**Run 1: cells colored by class**

(2 px per um)
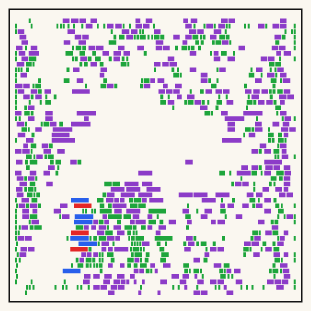
**Run 1: the clock network**

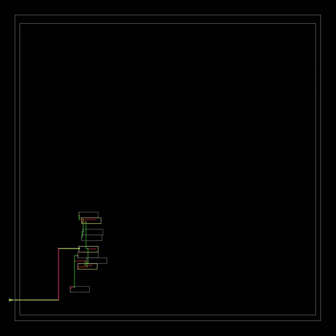
**Run 1: I/O nets highlighted**

(3 px per um)
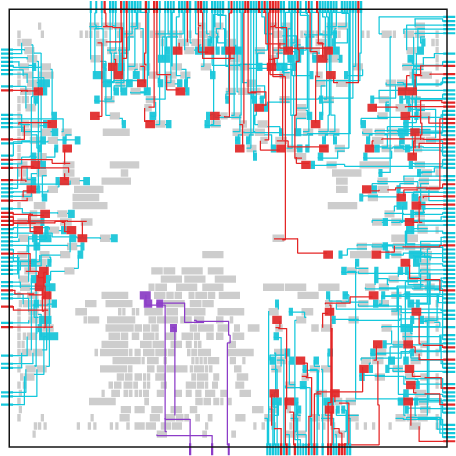
**Run 1: M3 wires**

(2 px per um)
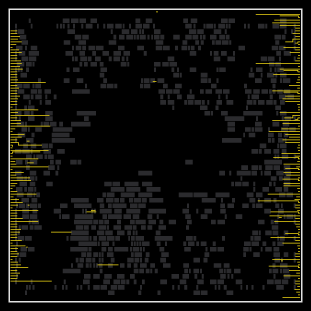
==> config.mk <==
export PLATFORM = sky130hd
export DESIGN_NAME = tlp_tx_arb
export DESIGN_NICKNAME = d
export VERILOG_FILES = /design/src/rtl/tlp_xcvr_pkg.sv /design/src/rtl/tlp_arb_rr_pick.sv /design/src/rtl/tlp_tx_arb.sv
export SDC_FILE = /design/constraint.sdc
export NUM_CORES = 1
export LEC_CHECK = 0
export ABC_AREA = 1
export CELL_PAD_IN_SITES_DETAIL_PLACEMENT = 0
export CELL_PAD_IN_SITES_GLOBAL_PLACEMENT = 1
export CORE_MARGIN = 2
export CORE_UTILIZATION = 13
export DETAILED_ROUTE_END_ITERATION = 6
export PLACE_DENSITY_LB_ADDON = 0.12
export SETUP_SLACK_MARGIN = 0.5
export SYNTH_ARGS = -nofsm -noshare
export SYNTH_HDL_FRONTEND = slang
export SYNTH_SLANG_ARGS = --single-unit
==> constraint.sdc <==
create_clock -name pcieClk_in -period 2.4 [get_ports pcieClk_in]
set_input_delay 0.48 -clock pcieClk_in [delete_from_list [all_inputs] [get_ports pcieClk_in]]
set_output_delay 0.48 -clock pcieClk_in [all_outputs]
set_load 0.02 [all_outputs]
==> out/qor.txt <==
Status = finished, violations left
Failing checks = negative setup slack
CTS Buf Count = 3
Slowest stage cell, crit path = dfrtp_2
Final setup vio count = 34
Flops & latches, synth = 6
Synth top cells by count = buf_4, nand2_1, nor2_1
Distinct cell type count after synthesis = 26
Initial antenna violation count = 0
ClkCell Share = 1.10%
Clock group total power = 0.264 mW
Adder share = 0.962%
Fp_density = 13.3%
First-pass GRT wire length = 24900 um
FF+latch area = 155 sq um
Hold path depth = 2
Tcrit/Tclk final = 103%
Top delay family on crit path = buffers and inverters
CTS root buffer = clkbuf_16
Layout area overhead = 163%
Number of global-route vias before repair = 4324
Sw Ratio = 49.8%
Worst path cell trace = nand2_2 > inv_2 > nor2_4 > nand3_2 > o211ai_2 > nand2_4 > inv_8 > buf_4 > buf_12 > buf_12 > ha_4 > inv_2 > nor2_4 > buf_6
Non-clk invs = 16
MI comb area = 0.00237 sq mm
Sequential Power = 0.205 mW
Simple share = 28.6%
Core Box Area = 0.0195 sq mm
Post-Synthesis Cells = 473
Largest class = buffers
Cell Int Power = 4.37 mW
# fillers = 2122
VDD IR max = 0.000594 V
Die W = 145 um
Initial drt markers = 75
Tapcells inserted = 265
Fraction of layout cells with a size suffix above 1 = 37.9%
Grt ovf = 0
Largest net degree at the start of global routing = 25
Area leader share = 31.2%
Post-synth ARST share = 100%
1st-pass router iterations = 4
Combinational share of cell area = 34.6%
CTS tree = built
Top cells excl fill/tap = clkdlybuf4s50_1, conb_1, nand2_1
Routability cong. = 0.835
Chip area = 0.0212 sq mm
Max-Cap Viols = 0
WS Path Type = flop to output port
RSZ-0062 raised after global routing = true
Post-route ant nets = 0
Post-Synth XOR/XNOR Area = 0%
Critical path capture point type = output port
DR vias/cell = 3.86
Leading area contributor after synthesis = buf_4
Tool warnings = 31
Dpl ws = -881 ps
Worst R2R Setup Slack = 340 ps
Reg2reg path depth = 16
Comb power = 8.24 mW
Reported leakage power = 2.91 nW
Multiplexer share = 0%
Clk pwr share = 3.0%
Sequential share of power = 2.4%
Highest clock rate = 0.406 GHz
Max Slew Vio Count = 0
Non-Clock Buffer Count = 356
Post-synthesis cell area = 0.00260 sq mm
DP Wirelength = 12600 um
Yosys top cell by instances = buf_4
Nets@finish = 1011
Post-layout min period = 2460 ps
Setup WS post-layout = -63.7 ps
Sequential share of cell area = 2.27%
Synth warnings = 0
Switch Pwr = 4.34 mW
Chip height = 145 um
# DRC = 0
CP required = 1920 ps
Power Density = 1270 mW/mm^2
YS chip area = 0.00260 sq mm
Crit-path max FO = 5
CTS Hold Bufs = 0
Startpoint Class = flop
Number of synthesized flops with an enable pin = 0
Clock tree buffer depth = 2
Sequential area share after synthesis = 5.77%
Complex Gates by Area = 27.3%
Clock Pin Slew Worst Setup and Hold Paths = 30 ps
Max incr delay on CP = 440 ps
Post-CTS Setup Repair Bufs = 21
Top power group = combinational logic
Worst Path Arrival = 1980 ps
Hold Crit Class = flop to flop
N_diodes = 0
Main logic family = buffers and inverters
Buf/Inv on CP = 7
Most numerous logic cell after layout = clkdlybuf4s50_1
H-tree depth = 1
Top area cell types = buf_4, nand2_1, o21ai_0
Wirelength per Cell = 15.8 um
Stages on the worst setup path = 14
Average size of a mapped cell = 5.50 sq um
Combinational gates = 421
Yosys Instances = 473
Signal buf overhead = 55.8%
CTS resizes = 487
## Picture notes: 'cells colored by class'
Key: registers = blue [cells 6, share of their area 2.4%]; remaining logic cells = green [cells 437, share of their area 38%]; clock-net drivers = red [cells 3, share of their area 1.2%]; remaining buffers and delay cells = purple [cells 356, share of their area 59%]
final design utilization: 35.0%
design area: 0.00684 sq mm

## Picture notes: 'the clock network'
clock buffers: 3
Flops: 6
Num Clock Sinks: 6
Clock Latency Late Sink: 220 ps
Post-Route Skew: 1.29 ps

## Picture notes: 'I/O nets highlighted'
Key: srcData_in = cyan [bits 192, direction input, edge 70 right, 62 top, 42 left, 18 bottom, end cells 192, wire 5610 um]; txData_out = red [bits 64, direction output, edge 22 top, 18 right, 14 left, 10 bottom, end cells 64, wire 1810 um]; srcEOP_in = purple [bits 3, direction input, edge bottom, end cells 4, wire 199 um]
number of port buffers: 280
Top-Level Pins: 378

## Picture notes: 'M3 wires'
205 nets have wire on it. The layer carries 1140 um of wire. The wires run mostly horizontal. The longest straight run is 21.9 um. The layer holds 6.7% of the routed length.
routed via count: 4114
final WL: 16900 um
M3 GR Usage: 3.10%

==> run 1: routing by layer <==
layer / wire length [um] / global-route usage, % / vias up
met2: 9510 / 30.7 / 213
met5: 0 / 0 / -
met3: 1140 / 3.10 / 10
li1: - / - / 2010
met4: 155 / 2.01 / 0
met1: 6070 / 15.1 / 1881
==> run 1: metrics by stage <==
stage / power [mW] / TNS [ps] / cells / cell area, sq um / hold WS (ps)
after detailed placement: 6.89 / -57330 / 1028 / 5870 / 468
after global placement: 6.91 / -56630 / 1028 / 5870 / 465
after CTS: 8.31 / -967 / 1059 / 6520 / 476
after floorplan: 3.98 / 0 / 568 / 3270 / 184
final: 8.71 / -570 / 1067 / 6840 / 469
after global routing: 9.28 / -8810 / 1067 / 6840 / 508
No activity file was given, so power comes from the tool's default toggle rates.
